Design ball_pool_ctrl, sky130hd; sources not shown.
==> images/metal_density.png <==
21 x 21 tiles, from dark purple (low) to yellow (high), scaled to the fullest tile. Values are wire area over tile area, all layers added.
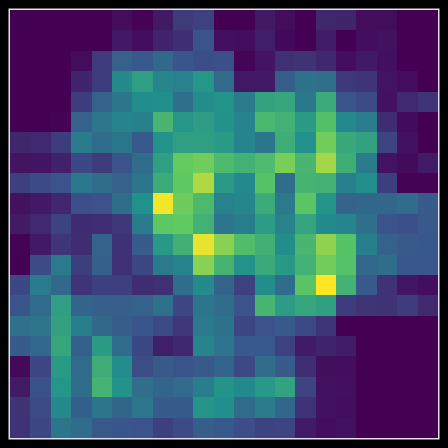
emptiest ninth of the die: lower right
densest ninth of the die: centre
mean over tiles: 0.20
final wirelength: 13910 um
via count: 4256

==> images/clocks.png <==
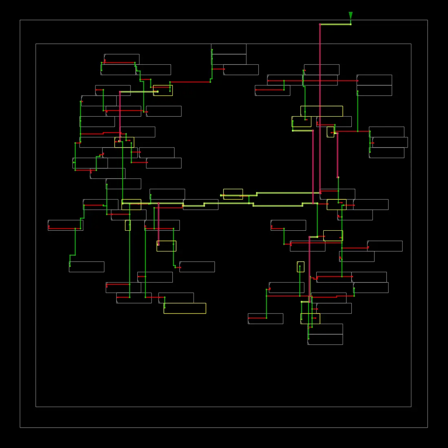
clk_lat worst skew: 340 ps
CTS Sinks: 57
CLK BUF: 10

==> images/cell_density.png <==
Scale bar: 20 um. 11 x 11 tiles, from dark purple (low) to yellow (high), 0 to 100% covered.
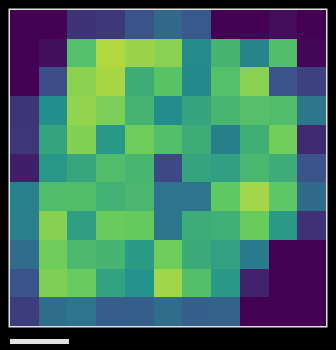
nearly empty tiles: 12%
tiles over 75% full: 18%
fullest tile: 88%
mean over tiles: 47%
emptiest ninth of the die: lower right
core area: 0.009371 mm2
Pre-Place Util: 41.74%
Util after Layout: 58.80%

==> flow_summary_export.csv <==
group,metric,value,unit
layout,seqCellArea,0.001426,mm2
floorplan,tap_cells,129,
placed_design,portBuffers,133,
worst_setup_path,path_class,"reg -> reg",
worst_setup_path,max_stage_delay,720,ps
final_timing,slew-limit-headroom,43.85,%
worst_setup_path,reg2reg_slack,2450,ps
layout,num-nonclk-inverters,25,
final_timing,rsz0062_at_grt,"false",
layout,logic_area,0.002282,mm2
power,p_int,507.7,uW
layout,mostFrequentLayoutCells,"132 x clkdlybuf4s50_1, 57 x dfrtp_1, 53 x nand2_1, 36 x nor2_1, 35 x a21oi_1",
synthesis,yosysChipArea,0.003911,mm2
synthesis,muxShareOfSynthArea,2.559,%
route,top_layer_used,"met4",
job,log.warning_count,27,
route,via_per_inst,5.903,
min_path,holdPathStages,2,
cts,clk_path_buf_depth,2,
worst_setup_path,crit_top_cell,"fa_1",
route,wl_per_cell,19.29,um
worst_setup_path,crit_family,"adder cells",
placed_design,dp.cells,707,
floorplan,die_y,106.9,um
layout,finalInstanceArea,0.005510,mm2
final_timing,worstMarginPinSlew,837.4,ps
route,ant_nets,0,
final_timing,drv_slew,0,
final_timing,hold-worst-slack,581.2,ps
synthesis,synthFlopType,"dfrtp_1",
synthesis,postSynthSeqShare,36.47,%
worst_setup_path,path_cells,"nor4_4 -> and3_1 -> a22oi_1 -> and2_1 -> ha_1 -> nor3b_2 -> a21boi_2 -> o21ai_0 -> a21oi_1 -> fa_1 -> inv_1 -> fa_1 -> fa_1 -> inv_1 -> ha_1 -> inv_1 -> fa_1 -> xnor2_1",
synthesis,yosysTopAreaCell,"dfrtp_1",
power,vdd_drop_max,60.73,uV
layout,ff_count,57,
synthesis,synth_area,0.003911,mm2
layout,largest_reg_flops,16,
layout,clk_share,3.588,%
final_timing,clock.fmax,0.1682,GHz
layout,seq_area_share,25.89,%
layout,fill_cells,870,
route,first_pass_iters,7,
global_routing,grt-ovfl-total,0,
synthesis,synth_cell_types,63,
worst_setup_path,cp-start-kind,"register",
synthesis,ys_cells,467,
worst_setup_path,required,8630,ps
floorplan,rows,35,
cts,cts_hold_buf,0,
floorplan,num_io_pins,134,
placed_design,gp_congestion,0.9285,
cts,cts_root_buf,"clkbuf_8",
worst_setup_path,worstSetupEndpointType,"register",
global_routing,grt-busiest-layer,"met2",
synthesis,synth_top_cell_by_count,"dfrtp_1",
synthesis,fa_ha_area_share,3.967,%
power,top_power_group,"registers",
synthesis,topCellsByArea,"dfrtp_1 36%, nand2_1 5.1%, a21oi_1 4.5%",
synthesis,ys_ff,57,
synthesis,top_cells_by_count,"57 x dfrtp_1, 53 x nand2_1, 36 x nor2_1",
cts,cts_resized,0,
power,combPwrFrac,19.9,%
route,dr_wl_met3,1053,um
final_timing,final.setup_skew,11.05,ps
worst_setup_path,path_depth,18,
placed_design,placed_cell_area,0.005313,mm2
final_timing,final.setup.worst_slack,2453,ps
power,clkPwrFrac,39.1,%
cts,postCtsSetupBuffers,0,
synthesis,yosys.area_share.xor_xnor,0.2239,%
layout,nonClkBufAreaFrac,24.48,%
worst_setup_path,reg2reg_depth,18,
status,outcome,"finished clean",
global_routing,grt_use_total,24.88,%
synthesis,postSynthCellCount,467,
cts,cts.htree.levels,3,
cts,cts_buffers,9,
power,pwr-share-seq,41.0,%
placed_design,dp_slack,2517,ps
layout,comb_share,41.42,%
No activity file was given, so power comes from the tool's default toggle rates.
